Fig. 1: run 1, placed cells, one color a class
Scale bar: 50 um. Fill, decap, tap and diode cells in gray.
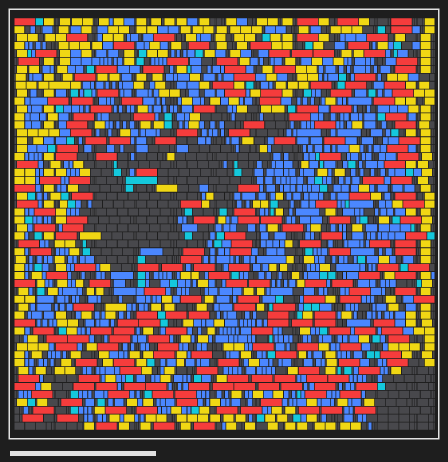
Fig. 2: run 1, the metal 1 layer
Supply wires on this layer in gray.
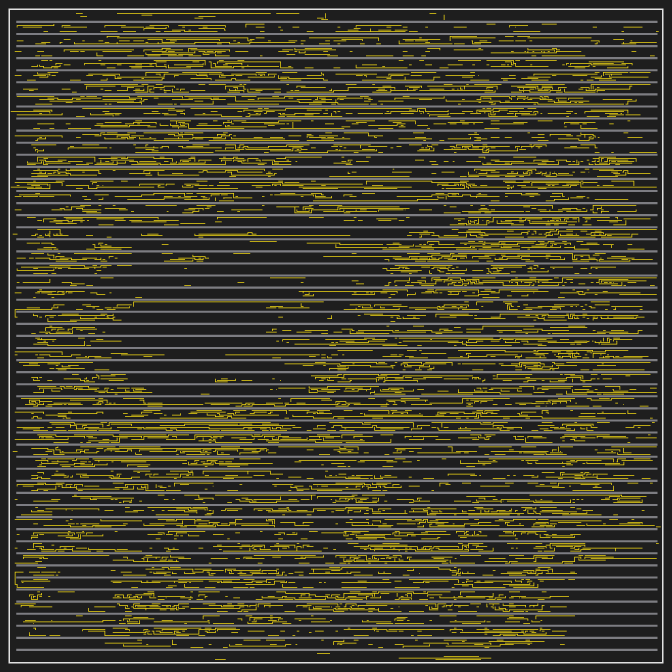
Fig. 3: run 1, cell density map
The die is cut into 15 by 15 equal tiles; white is low, dark blue is high, 0 to 100% covered.
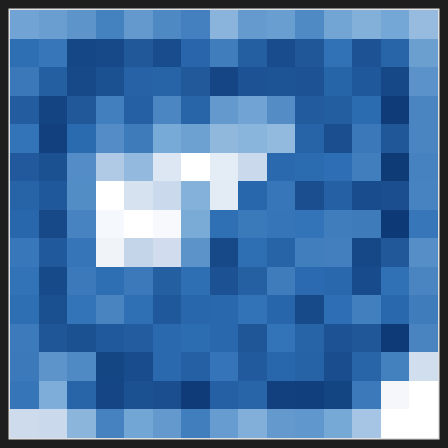
File: src/rtl/mem_pipe_stage.sv
// mem_pipe_stage: memory-access pipeline stage. Non-memory instructions pass
// through with one cycle of latency. Aligned loads and stores park in WAIT
// and hold upstream until the memory acks or the wait budget runs out.
// Misaligned accesses become exception bubbles without touching memory.
module mem_pipe_stage #(
  parameter int TNEW_W   = 3,
  parameter int MAX_WAIT = 15
) (
  input  logic              clk,
  input  logic              reset,
  input  logic              flush,
  input  logic              stall_in,
  input  logic              in_valid,
  input  logic [3:0]        in_op,
  input  logic [31:0]       in_pc,
  input  logic [31:0]       in_addr,
  input  logic [31:0]       in_wdata,
  input  logic [31:0]       in_wd,
  input  logic [4:0]        in_rt,
  input  logic [4:0]        in_wa,
  input  logic [TNEW_W-1:0] in_tnew,
  input  logic [4:0]        fwd_addr,
  input  logic [31:0]       fwd_data,
  output logic              stall_out,
  output logic              mem_req,
  output logic [31:0]       mem_addr,
  output logic [31:0]       mem_wdata,
  output logic [3:0]        mem_we,
  input  logic              mem_ack,
  input  logic [31:0]       mem_rdata,
  output logic              out_valid,
  output logic [31:0]       out_pc,
  output logic [4:0]        out_wa,
  output logic [31:0]       out_wd,
  output logic [TNEW_W-1:0] out_tnew,
  output logic [1:0]        out_exc
);

  localparam logic [0:0] S_IDLE = 1'b0;
  localparam logic [0:0] S_WAIT = 1'b1;

  localparam logic [3:0] OP_LB  = 4'd1;
  localparam logic [3:0] OP_LBU = 4'd2;
  localparam logic [3:0] OP_LH  = 4'd3;
  localparam logic [3:0] OP_LHU = 4'd4;
  localparam logic [3:0] OP_LW  = 4'd5;
  localparam logic [3:0] OP_SB  = 4'd6;
  localparam logic [3:0] OP_SH  = 4'd7;
  localparam logic [3:0] OP_SW  = 4'd8;

  localparam logic [7:0] MAX_W = 8'(MAX_WAIT);

  function automatic logic [TNEW_W-1:0] tdec(input logic [TNEW_W-1:0] t);
    return (t == '0) ? '0 : t - TNEW_W'(1);
  endfunction

  logic [0:0]        state_q, state_d;
  logic [7:0]        cnt_q, cnt_d;
  logic              kill_q, kill_d;
  logic              got_q, got_d;
  logic [31:0]       rdata_q, rdata_d;
  logic [3:0]        op_q, op_d;
  logic [31:0]       addr_q, addr_d;
  logic [31:0]       sdata_q, sdata_d;
  logic [4:0]        wa_q, wa_d;
  logic [31:0]       pc_q, pc_d;
  logic [TNEW_W-1:0] tnew_q, tnew_d;

  logic              out_valid_q, out_valid_d;
  logic [31:0]       out_pc_q, out_pc_d;
  logic [4:0]        out_wa_q, out_wa_d;
  logic [31:0]       out_wd_q, out_wd_d;
  logic [TNEW_W-1:0] out_tnew_q, out_tnew_d;
  logic [1:0]        out_exc_q, out_exc_d;

  logic        in_mem, in_load, in_aligned;
  logic        wait_st, timeout, req, ack_now, done;
  logic [31:0] rd_sel, ld_val, st_data;
  logic [7:0]  lane_b;
  logic [15:0] lane_h;
  logic [3:0]  we_raw;
  logic        st_q;

  // Decode the incoming instruction: memory op, load vs store, alignment
  always_comb begin
    in_mem     = in_valid && (in_op >= OP_LB) && (in_op <= OP_SW);
    in_load    = (in_op <= OP_LW);
    in_aligned = 1'b1;
    case (in_op)
      OP_LH, OP_LHU, OP_SH: in_aligned = ~in_addr[0];
      OP_LW, OP_SW:         in_aligned = (in_addr[1:0] == 2'b00);
      default:              in_aligned = 1'b1;
    endcase
  end

  assign wait_st = (state_q == S_WAIT);
  // Once an ack has been captured the request is finished; the counter only
  // matters while we are still asking.
  assign timeout = wait_st && !got_q && (cnt_q >= MAX_W);
  assign req     = wait_st && !got_q && !timeout;
  assign ack_now = req && mem_ack;
  assign done    = wait_st && !stall_in && (got_q || ack_now || timeout);
  assign rd_sel  = got_q ? rdata_q : mem_rdata;
  assign st_q    = (op_q >= OP_SB);

  // Lane extraction and extension of the load result
  always_comb begin
    case (addr_q[1:0])
      2'd1:    lane_b = rd_sel[15:8];
      2'd2:    lane_b = rd_sel[23:16];
      2'd3:    lane_b = rd_sel[31:24];
      default: lane_b = rd_sel[7:0];
    endcase
    lane_h = addr_q[1] ? rd_sel[31:16] : rd_sel[15:0];
    case (op_q)
      OP_LB:   ld_val = {{24{lane_b[7]}}, lane_b};
      OP_LBU:  ld_val = {24'b0, lane_b};
      OP_LH:   ld_val = {{16{lane_h[15]}}, lane_h};
      OP_LHU:  ld_val = {16'b0, lane_h};
      OP_LW:   ld_val = rd_sel;
      default: ld_val = '0;
    endcase
  end

  // Byte enables and replicated store data for the latched store
  always_comb begin
    we_raw  = 4'b0000;
    st_data = sdata_q;
    case (op_q)
      OP_SB: begin
        we_raw  = 4'b0001 << addr_q[1:0];
        st_data = {4{sdata_q[7:0]}};
      end
      OP_SH: begin
        we_raw  = addr_q[1] ? 4'b1100 : 4'b0011;
        st_data = {2{sdata_q[15:0]}};
      end
      OP_SW:   we_raw = 4'b1111;
      default: we_raw = 4'b0000;
    endcase
  end

  // Reset gates the handshake outputs so a request dies in the reset cycle
  always_comb begin
    mem_req   = !reset && req;
    mem_we    = mem_req ? we_raw : 4'b0000;
    mem_addr  = {addr_q[31:2], 2'b00};
    mem_wdata = st_data;
    stall_out = !reset && (wait_st ? !done
                                   : (stall_in || (in_mem && in_aligned && !flush)));
  end

  // Next-state: FSM, transaction latches and output registers
  always_comb begin
    state_d     = state_q;
    cnt_d       = cnt_q;
    kill_d      = kill_q;
    got_d       = got_q;
    rdata_d     = rdata_q;
    op_d        = op_q;
    addr_d      = addr_q;
    sdata_d     = sdata_q;
    wa_d        = wa_q;
    pc_d        = pc_q;
    tnew_d      = tnew_q;
    out_valid_d = out_valid_q;
    out_pc_d    = out_pc_q;
    out_wa_d    = out_wa_q;
    out_wd_d    = out_wd_q;
    out_tnew_d  = out_tnew_q;
    out_exc_d   = out_exc_q;
    if (!wait_st) begin
      if (flush) begin
        out_valid_d = 1'b0;
        out_pc_d    = '0;
        out_wa_d    = '0;
        out_wd_d    = '0;
        out_tnew_d  = '0;
        out_exc_d   = 2'b00;
      end else if (!stall_in) begin
        if (in_mem && in_aligned) begin
          state_d     = S_WAIT;
          cnt_d       = '0;
          kill_d      = 1'b0;
          got_d       = 1'b0;
          op_d        = in_op;
          addr_d      = in_addr;
          sdata_d     = ((fwd_addr == in_rt) && (fwd_addr != 5'd0)) ? fwd_data : in_wdata;
          wa_d        = in_wa;
          pc_d        = in_pc;
          tnew_d      = in_tnew;
          // downstream sees bubbles while the access is outstanding
          out_valid_d = 1'b0;
          out_pc_d    = '0;
          out_wa_d    = '0;
          out_wd_d    = '0;
          out_tnew_d  = '0;
          out_exc_d   = 2'b00;
        end else if (in_mem) begin
          out_valid_d = 1'b1;
          out_pc_d    = in_pc;
          out_wa_d    = '0;
          out_wd_d    = '0;
          out_tnew_d  = tdec(in_tnew);
          out_exc_d   = in_load ? 2'b01 : 2'b10;
        end else begin
          out_valid_d = in_valid;
          out_pc_d    = in_pc;
          out_wa_d    = in_wa;
          out_wd_d    = in_wd;
          out_tnew_d  = tdec(in_tnew);
          out_exc_d   = 2'b00;
        end
      end
    end else begin
      if (flush) kill_d = 1'b1;
      if (ack_now && stall_in) begin
        got_d   = 1'b1;
        rdata_d = mem_rdata;
      end else if (req && !mem_ack) begin
        cnt_d = cnt_q + 8'd1;
      end
      if (done) begin
        state_d = S_IDLE;
        kill_d  = 1'b0;
        got_d   = 1'b0;
        if (kill_q || flush) begin
          out_valid_d = 1'b0;
          out_pc_d    = '0;
          out_wa_d    = '0;
          out_wd_d    = '0;
          out_tnew_d  = '0;
          out_exc_d   = 2'b00;
        end else begin
          out_valid_d = 1'b1;
          out_pc_d    = pc_q;
          out_tnew_d  = tdec(tnew_q);
          if (timeout) begin
            out_wa_d  = '0;
            out_wd_d  = '0;
            out_exc_d = 2'b11;
          end else begin
            out_wa_d  = st_q ? 5'd0 : wa_q;
            out_wd_d  = st_q ? 32'd0 : ld_val;
            out_exc_d = 2'b00;
          end
        end
      end
    end
  end

  // State registers with synchronous reset
  always_ff @(posedge clk) begin
    if (reset) begin
      state_q     <= S_IDLE;
      cnt_q       <= '0;
      kill_q      <= 1'b0;
      got_q       <= 1'b0;
      rdata_q     <= '0;
      op_q        <= '0;
      addr_q      <= '0;
      sdata_q     <= '0;
      wa_q        <= '0;
      pc_q        <= '0;
      tnew_q      <= '0;
      out_valid_q <= 1'b0;
      out_pc_q    <= '0;
      out_wa_q    <= '0;
      out_wd_q    <= '0;
      out_tnew_q  <= '0;
      out_exc_q   <= 2'b00;
    end else begin
      state_q     <= state_d;
      cnt_q       <= cnt_d;
      kill_q      <= kill_d;
      got_q       <= got_d;
      rdata_q     <= rdata_d;
      op_q        <= op_d;
      addr_q      <= addr_d;
      sdata_q     <= sdata_d;
      wa_q        <= wa_d;
      pc_q        <= pc_d;
      tnew_q      <= tnew_d;
      out_valid_q <= out_valid_d;
      out_pc_q    <= out_pc_d;
      out_wa_q    <= out_wa_d;
      out_wd_q    <= out_wd_d;
      out_tnew_q  <= out_tnew_d;
      out_exc_q   <= out_exc_d;
    end
  end

  assign out_valid = out_valid_q;
  assign out_pc    = out_pc_q;
  assign out_wa    = out_wa_q;
  assign out_wd    = out_wd_q;
  assign out_tnew  = out_tnew_q;
  assign out_exc   = out_exc_q;

endmodule

File: config.mk
export PLATFORM = sky130hd
export DESIGN_NAME = mem_pipe_stage
export DESIGN_NICKNAME = d
export VERILOG_FILES = /design/src/rtl/mem_pipe_stage.sv
export SDC_FILE = /design/constraint.sdc
export NUM_CORES = 1
export LEC_CHECK = 0
export CORE_UTILIZATION = 51
export CTS_BUF_LIST = sky130_fd_sc_hd__clkbuf_4
export CTS_CLUSTER_SIZE = 8
export DETAILED_ROUTE_END_ITERATION = 16
export PLACE_DENSITY = 0.88
export SETUP_SLACK_MARGIN = 0.02
export SYNTH_ARGS = -nofsm -noshare
export SYNTH_HDL_FRONTEND = slang
export SYNTH_SLANG_ARGS = --single-unit
File: constraint.sdc
create_clock -name clk -period 3.85 [get_ports clk]
set_input_delay 0.77 -clock clk [delete_from_list [all_inputs] [get_ports clk]]
set_output_delay 0.77 -clock clk [all_outputs]
set_load 0.02 [all_outputs]
==> run summary, run 1 <==
On the backend side, the flow ran end to end.

Once layout is complete, the utilization of the core stands at 73.16%. The fraction of area in registers stands at 30.28%. For this configuration, the core starts out at a cell density of 52.38%. The final instance area stands at 0.01495 sq mm. The most common logic cell in the final layout is clkdlybuf4s50_1.

The number of nets in the layout stands at 1812. The layout summary lists the proportion of cells stronger than drive strength 1 as 11.25%. The vertical die size stands at 146.8 um.

Counting the clock-network buffers in the layout gives 81. The core area stands at 0.02043 sq mm. After Yosys synthesis, XOR and XNOR cells account for 0.5730% of the synthesized area. The global-route met3 utilization stands at 7.826%. Among all stages on the critical path, the maximum delay recorded is 0.58 ns. The group that draws the most power in this run is sequential cells. The buffer_ports step reported a buffer count of 362. The critical path in this run is classified as reg2out. Entering global routing, the biggest net connects 76 pins. The HPWL after detailed placement is 24650 um. The sum of met2 wire segment lengths after detailed routing stands at 17180 um. The area growth from synthesis to layout stands at 39.69%. OpenROAD emitted warnings numbering 31.

The final layout report lists a filler cell count of 1516. The multi-input combinational gate total stands at 899. The H-tree was split into 2 levels. The tally of nets with antenna violations remaining after routing stands at 0.

The combinational gate area stands at 0.005433 sq mm. The switching power share of the total stands at 27.14%. Of the total power, the clock network draws 37.7%. The number of non-clock buffers in the layout stands at 393. The detailed route wirelength on metal3 stands at 3060 um. The launch point of the worst register-to-register path is recorded as op_q[0].

The count of state elements after synthesis stands at 226. In the final run the clock tree shows a worst skew of 0.02680 ns. Per the final timing report, the hold violations number 0. In the synthesized netlist the dominant register cell turns out to be dfxtp_1. The transition time at the pin with the least slew margin stands at 1.056 ns. The final layout reports a setup TNS of 0 ns. The non-clock buffer contribution to total cell area stands at 26.15%.

STA classifies the critical path startpoint as a flip-flop. Clock tree synthesis selected as its root buffer the cell clkbuf_4. The flop count stands at 226.

Per report_power, the Sequential row totals 2.47 mW. The headroom to the max-slew limit stands at 29.44%. The run finished with clean final reports. The mean instance size in the synthesized netlist stands at 8.386 sq um. Note that the worst hold path type here is reg2reg. The clock network latency to the later pin of the worst-skew pair stands at 0.68 ns. Leaving out fill and tap cells, the most frequent cells in the layout are 359 x clkdlybuf4s50_1, 280 x nand2_1, 225 x dfxtp_1, 129 x a21oi_1, 94 x nor2_1.

Measured in cells, the most critical reg-to-reg path has a length of 5. The worst setup path is captured at an output pin. By instance count, the leading cell after synthesis is nand2_1.

The setup slack of the worst register-to-register path stands at 1.08 ns. The number of instances resized during post-cts repair stands at 4. In this run, distinct cell masters in the synthesized netlist total 64. The final timing report derives a shortest allowable period of 3.679 ns.

The final weighted congestion in routability-driven placement stands at 0.9000. At the worst endpoint, the arrival time is 2.91 ns. The clock input transition at the sequential cells of the worst setup and hold paths stands at 0.06 ns. Yosys mapped a number of flops with a built-in enable equal to 0.

Total global-route track usage over all layers is 31.67%. The maximum net fanout on the critical path stands at 4. The biggest slice of the area belongs to logic gates. By area the synthesized netlist is led by dfxtp_1 42%, nand2_1 9.8%, a21oi_1 6.0%.
Notes on Fig. 1 above:
[remaining buffers and delay cells] yellow | cells: 393 | share of their area: 27%
[combinational and other logic] blue | cells: 907 | share of their area: 37%
[clock drivers and dummy loads] cyan | cells: 100 | share of their area: 4.9%
[sequential cells] red | cells: 226 | share of their area: 31%

Notes on Fig. 2 above:
longest straight run: 43.7 um
nets with wire on the layer: 1635

Notes on Fig. 3 above:
tiles over 75% full: 45%
nearly empty tiles: 2.7%
fullest tile: 96%
mean over tiles: 68%

==> run 1: how the worst max path moves through the flow <==
stage          slack [ns]      from  depth (start not counted)        end
4_1_cts              0.14  cnt_q[5]                          5  mem_we[0]
6_report             0.17  cnt_q[5]                          5  stall_out
3_5_place_dp         0.09  in_op[0]                          7  stall_out
2_1_floorplan        1.12  in_op[3]                          5  stall_out
3_3_place_gp         0.11  in_op[0]                          7  stall_out
5_1_grt              0.04  cnt_q[5]                          5  mem_we[3]
==> run 1: worst reg2reg max path: stages (launching register included) <==
cell and delay (ns):
dfxtp_1 0.61, nor3_1 0.15, a2111oi_0 0.60, nand4_1 0.70
a21oi_1 0.52, a221o_1 0.16
==> run 2: changes to the inputs <==
CORE_UTILIZATION = 54   (was 51)
DONT_BUFFER_PORTS = 1   (was default)
PLACE_DENSITY = 0.69   (was 0.88)
Fig. 4: run 2, routing congestion map
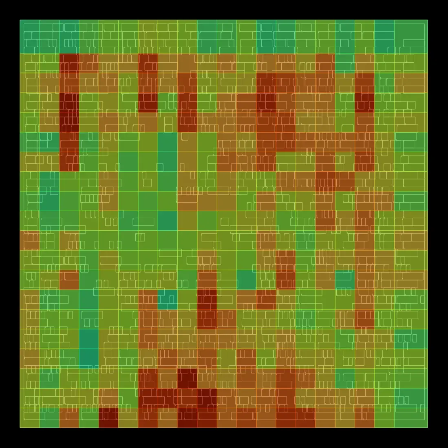
gr usage total: 26.62%
met3 track demand over resource in global routing: 7.512%

Fig. 5: run 2, the metal 1 layer
Supply wires on this layer in gray.
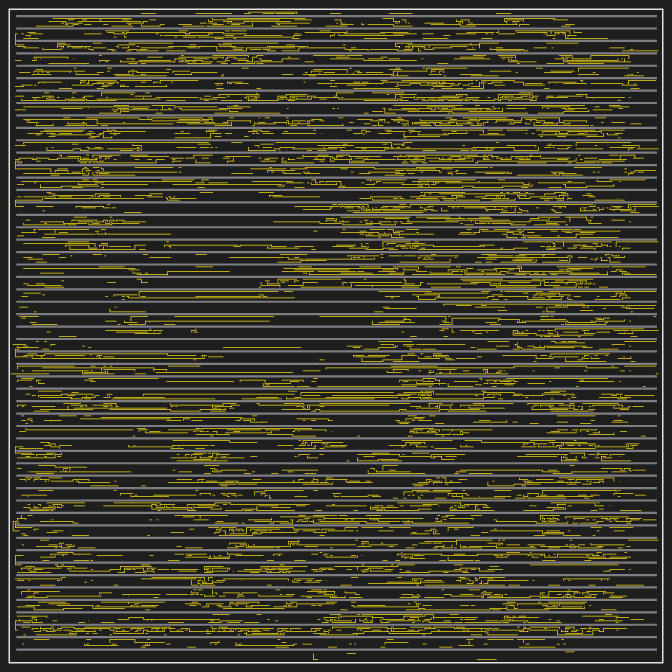
share of all routed wire: 42%
wire length on this layer: 11800 um
nets with wire on the layer: 1320
main direction: horizontal

==> run 2 against run 1 <==
Clock power increased by 3%. Global-route usage shrank 5.0 points. Maximum frequency rose by 5.2%. Register-to-register slack better by 0.15 ns. Design area shrank 25%. Power fell by 6.7%. First-iteration DRC count down 31%. Non-clock buffer count is 371 lower. Routed wire length down 19%. Sequential cell count stayed put. Critical endpoint is now mem_we[3].
==> run summary, run 2 <==
On the backend side, the flow ran end to end.

The flow ran to the end, and the final reports show no timing, DRC or antenna violations. Counting endpoints that fail hold in the final report gives 0. The type recorded for the worst min-delay path is in2reg. Per the cell usage report, the commonest logic cell in the layout is nand2_1. The maximum number of pins on one net before global-route repair stands at 195. The share of the core filled with cells in the final layout stands at 57.78%. The headroom to the max-slew limit stands at 26.40%. The detailed route wirelength on metal3 stands at 2436 um.

The number of port buffers stands at 0. In this run the register-to-register setup slack is 1.23 ns. Once layout is complete, the cells apart from fillers number 1522. OpenSTA lists the critical path startpoint as cnt_q[5]. The sequential power reported by the tool is 2.54 mW.

The routed design uses 13130 um of met2 wire. The count of nets left with antenna violations once routing finished came out at 0. The power report puts the net switching power at 1.313 mW. According to the dpl log, the detail-placed design has an HPWL of 18980 um. The final instance area stands at 0.01125 sq mm.

By area the synthesized netlist is led by dfxtp_1 42%, nand2_1 9.8%, a21oi_1 6.0%. The post-synth tally of flip-flops with integrated enable stands at 0. In this run switching power makes up 26.32% of total power.

Of the total power, the clock network draws 41.8%. The clock network latency to the later pin of the worst-skew pair stands at 0.68 ns. In the synthesized netlist the dominant register cell turns out to be dfxtp_1. The floorplan core density stands at 54.98%. The clock period could shrink to 3.499 ns. The area growth from synthesis to layout stands at 5.098%. Leaving out fill and tap cells, the most frequent cells in the layout are 280 x nand2_1, 225 x dfxtp_1, 129 x a21oi_1, 94 x nor2_1, 89 x clkbuf_4. The core area stands at 0.01946 sq mm.

On the reported timing paths, the clock transition at the registers reads 0.06 ns. Per the synthesis report, the single largest cell type by area occupies 42.28% of cell area. The layout cell share with drive strength beyond 1 stands at 14.33%.

The transition time at the pin with the least slew margin stands at 1.102 ns. Per report_power, the top consumer among the power groups is sequential cells. Per the GRT congestion report, total overflow comes to 0. In this run the critical register-to-register path is launched from op_q[0]. The report puts the cell count of the worst reg-to-reg path at 5. The worst setup path is captured at an output pin.

The number of gates resized after CTS was 0. Per the post-synthesis stats, the area per cell is 8.386 sq um. The number of nets in the layout stands at 1442.

Setup total negative slack on the finished layout was measured at 0 ns. The maximum net fanout on the critical path stands at 5. The critical path in this run is classified as reg2out. The worst setup path is launched from a flip-flop. Per the timing report, the achievable frequency comes out to 0.2858 GHz.

The H-tree depth stands at 2. Measured along the y axis, the die boundary spans 142.8 um. The worst clock skew on the final layout stands at 0.02763 ns. Data arrives at the worst endpoint at 2.73 ns. CTS placed an instance of clkbuf_4 at the clock tree root. The critical path runs through a total of 4 cells. By instance count, the leading cell after synthesis is nand2_1.

On the worst path, the slowest cell contributes a delay of 0.55 ns. Sequential elements use 42.28% of the synthesized area.
[run 2: cells by family (layout without fill, tap and decap cells)]
kind of cell,count (synthesis),in the layout,share of synthesized area (%)
simple gates,489,489,19.70
xor+xnor,7,7,0.5730
fa+ha+maj,5,5,0.5847
buf+inv,152,131,7.718
other cells,1,3,0.03505
flops,226,226,42.28
mux,89,89,9.600
compound gates,307,307,19.50
[run 2: layout make-up]
class / instances / area [sq um]
Antenna cell: 1 / 2.502
Clock buffer: 89 / 668.1
Clock inverter: 12 / 77.57
Fill cell: 1804 / 8217
Inverter: 8 / 30.03
Multi-Input combinational cell: 899 / 5420
Sequential cell: 226 / 4526
Tap cell: 265 / 331.6
Timing Repair Buffer: 22 / 190.2
Power figures rest on the tool's default switching activity, not on a simulated workload.
